File: src/rtl/serial_adder.sv
// Bit-serial adder: one full-adder evaluation per clock, LSB first, registered carry.
// Optional signed-overflow output enabled by defining SERIAL_ADDER_OVF_EN.
module serial_adder #(
    parameter int WIDTH = 8
) (
    input  logic             clk,
    input  logic             rst,
    input  logic             start,
    input  logic [WIDTH-1:0] a,
    input  logic [WIDTH-1:0] b,
    input  logic             cin,
    output logic             busy,
    output logic             done,
    output logic [WIDTH-1:0] sum,
    output logic             cout
`ifdef SERIAL_ADDER_OVF_EN
    ,
    output logic             ovf
`endif
);

    localparam int CNT_W = $clog2(WIDTH + 1);
    localparam logic [CNT_W-1:0] LAST_BIT = CNT_W'(WIDTH - 1);

    localparam logic [1:0] S_IDLE = 2'd0;
    localparam logic [1:0] S_ADD  = 2'd1;
    localparam logic [1:0] S_DONE = 2'd2;

    logic [1:0]       state;
    logic [WIDTH-1:0] shreg_a;
    logic [WIDTH-1:0] shreg_b;
    logic [WIDTH-1:0] shreg_s;
    logic             carry;
    logic [CNT_W-1:0] cnt;

    logic             s_bit;
    logic             c_bit;
    logic             accept;
    logic [WIDTH-1:0] sum_next;

    // Full-adder cell on the current LSBs and the registered carry.
    assign s_bit = shreg_a[0] ^ shreg_b[0] ^ carry;
    assign c_bit = (shreg_a[0] & shreg_b[0]) | (carry & (shreg_a[0] ^ shreg_b[0]));

    assign sum_next = {s_bit, shreg_s[WIDTH-1:1]};
    assign accept   = start && ((state == S_IDLE) || (state == S_DONE));

    assign busy = (state == S_ADD);
    assign done = (state == S_DONE);

    always_ff @(posedge clk) begin
        // NOTE: non-blocking assignments throughout, so every flop samples pre-edge values
        // regardless of statement order.
        if (rst) begin
            state   <= S_IDLE;
            // NOTE: the operand/sum shift registers are plain flops, not a memory, so they
            // are cleared here along with the rest of the state.
            shreg_a <= '0;
            shreg_b <= '0;
            shreg_s <= '0;
            carry   <= 1'b0;
            cnt     <= '0;
            sum     <= '0;
            cout    <= 1'b0;
`ifdef SERIAL_ADDER_OVF_EN
            ovf     <= 1'b0;
`endif
        end else if (accept) begin
            shreg_a <= a;
            shreg_b <= b;
            shreg_s <= '0;
            carry   <= cin;
            cnt     <= '0;
            state   <= S_ADD;
        end else begin
            case (state)
                S_ADD: begin
                    shreg_a <= {1'b0, shreg_a[WIDTH-1:1]};
                    shreg_b <= {1'b0, shreg_b[WIDTH-1:1]};
                    shreg_s <= sum_next;
                    carry   <= c_bit;
                    cnt     <= cnt + CNT_W'(1);
                    if (cnt == LAST_BIT) begin
                        sum   <= sum_next;
                        cout  <= c_bit;
`ifdef SERIAL_ADDER_OVF_EN
                        // carry still holds the carry into the MSB on this edge.
                        ovf   <= carry ^ c_bit;
`endif
                        state <= S_DONE;
                    end
                end
                S_DONE:  state <= S_IDLE;
                default: state <= S_IDLE;
            endcase
        end
    end

endmodule

File: config.mk
export PLATFORM = sky130hd
export DESIGN_NAME = serial_adder
export DESIGN_NICKNAME = d
export VERILOG_FILES = /design/src/rtl/serial_adder.sv
export SDC_FILE = /design/constraint.sdc
export NUM_CORES = 1
export LEC_CHECK = 0
export CORE_ASPECT_RATIO = 0.8
export CORE_MARGIN = 2
export CORE_UTILIZATION = 50
export CTS_CLUSTER_DIAMETER = 100
export CTS_CLUSTER_SIZE = 16
export DETAILED_ROUTE_END_ITERATION = 16
export GPL_TIMING_DRIVEN = 0
export HOLD_SLACK_MARGIN = 0.15
export PLACE_DENSITY = 0.82
export RECOVER_POWER = 100
export REMOVE_ABC_BUFFERS = 1
export SYNTH_ARGS = -nofsm -noshare
export SYNTH_HDL_FRONTEND = slang
export SYNTH_SLANG_ARGS = --single-unit
export TNS_END_PERCENT = 50
File: constraint.sdc
create_clock -name clk -period 1.8 [get_ports clk]
set_clock_uncertainty 0.05 [all_clocks]
set_input_delay 0.18 -clock clk [delete_from_list [all_inputs] [get_ports clk]]
set_output_delay 0.18 -clock clk [all_outputs]
set_load 0.01 [all_outputs]
==> Changelog: implementation <==
## Flow update

* Status: complete, no violations
* Minimum clock period at 1680 ps
* Yosys stat cell total at between 150 and 200
* Yosys cell types at 26
* CTS tree: built
* Crit path max fanout at 13
* Required time worst endpoint at 1890 ps
* Final worst-path cycle share at 93.3%
* Combinational Gates at 127
* Die Area at 3570 sq um
* Chip width at ~66 microns
* Area-dominant class: registers
* Sw Ratio at 25.7%
* Register share of total power at between 50% and 60%
* Logic share of the area at 36.5%
* Grt met3 use at under 10%
* Tap cell instance count at about 40
* CP bufs+invs at 1
* Registers, synthesis at 39
* Antenna violations before repair at 0
* Aoi share at 12.4%
* Count of final setup violators at 0
* Synth top area cells: dfxtp_1, nand2_1, mux2i_1
* Port Buf Inserts at 30
* Sequential cell area at 782 sq um
* FMAX at 595 MHz
* P_clk at 0.562 mW
* Place WS at -535 ps
* Clock buf count at 5
* Initial DRC Count at 75
* Seq power at 0.928 mW
* Critical-path cell list: clkdlybuf4s50_1, nor2b_1, mux2i_1, nor3_1
* Init Core Util at 51.5%
* Post-Synth Adder-Cell Area at 2.09%
* Busiest grt layer: met2
* Synthesized chip area reported by yosys at 1550 sq um
* Fin. Hold Viols at 0
* Final Instance Count excl. Fillers at 247
* I/O pin count at 31
* Gate power share at 11.8%
* Worst-path clk slew at 70 ps
* H-Tree Depth at 2
* Leak at 0.688 nW
* Worst slew margin at 36.3%
* Late-Pin Clk Latency at roughly 290 ps
* Vias in the first global route at roughly 1200
* Gate Area at 709 sq um
* Tool warnings at 25
* Synthesized area per cell at just under 9 sq um
* Cell count after synthesis at around 180
* Asr flop ratio synth at 0%
* Non-clk invs at 3
* Pwr dens at just under 900 nW/um^2
* Fillers at 259
* Highest-power group: sequential cells
* TritonCTS Sinks at 39
* Dominant logic cell type in the layout: nand2_1
* CP delay by family, top: simple AND/OR/NAND/NOR gates
* GPL Wtd Cong at between 0.7 and 0.8
* Placed Area at around 1800 sq um
* Clock network fraction of total power at 33.3%
* Min Hold Slack at approximately 410 ps
* Final wirelength at ~3.2 mm
* VDD IR max at 0.000552 V
* Clock-cell share at 4.32%
## layer usage
layer	vias to the layer above	part of all wire (%)	routed length (microns)
met4	0	1.3	43
met2	39	48	1540
li1	673	-	-
met3	5	5.4	173
met5	-	0	0
met1	631	45	1440
## worst paths after layout
check | start | slack [ps] | depth (start not counted) | end
worst max register to register | state[0] | 170 | 3 | shreg_a[7]
worst max-delay path | start | 120 | 4 | shreg_a[7]
worst min register to register | sum[2] | 410 | 2 | sum[2]
worst min-delay path | sum[2] | 410 | 2 | sum[2]
## sequential cells by signal (all words and copies together), names as in the netlist
name / flops
carry: 1
cnt: 4
cout: 1
shreg_a: 8
shreg_b: 8
shreg_s: 7
state: 2
sum: 8
## timing repair
action,in CTS,in global routing
endpoints found under the hold margin,0,0
cloned,2,0
gates resized,9,1
setup endpoints to repair,39,11
class_map.png
Drawn at 8 px/micron.
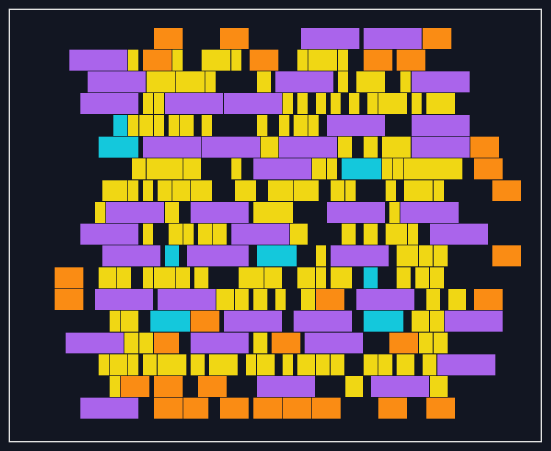
| color | class | cells |
|---|---|---|
| orange | remaining buffers and delay cells | 30 |
| yellow | remaining logic cells | 130 |
| cyan | clock drivers and dummy loads | 8 |
| purple | registers | 39 |
Util after Layout: 64.3%
Rows: 18
sequential share of cell area: 40.3%
Core Footprint: 3020 sq um
post-route cell area: 1940 sq um

sizing.png
Drawn at 6 px/micron.
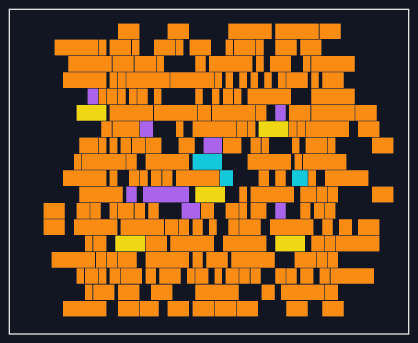
| color | size | cells | share |
|---|---|---|---|
| orange | x1 and smaller | 191 | 92% |
| purple | x2 | 8 | 3.9% |
| cyan | x3 and x4 | 3 | 1.4% |
| yellow | x6 and larger | 5 | 2.4% |
Worst Slack Setup Final: 120 ps
nonclk buf count: 30
synthesis-to-layout area growth: 25.0%

Power figures rest on the tool's default switching activity, not on a simulated workload.
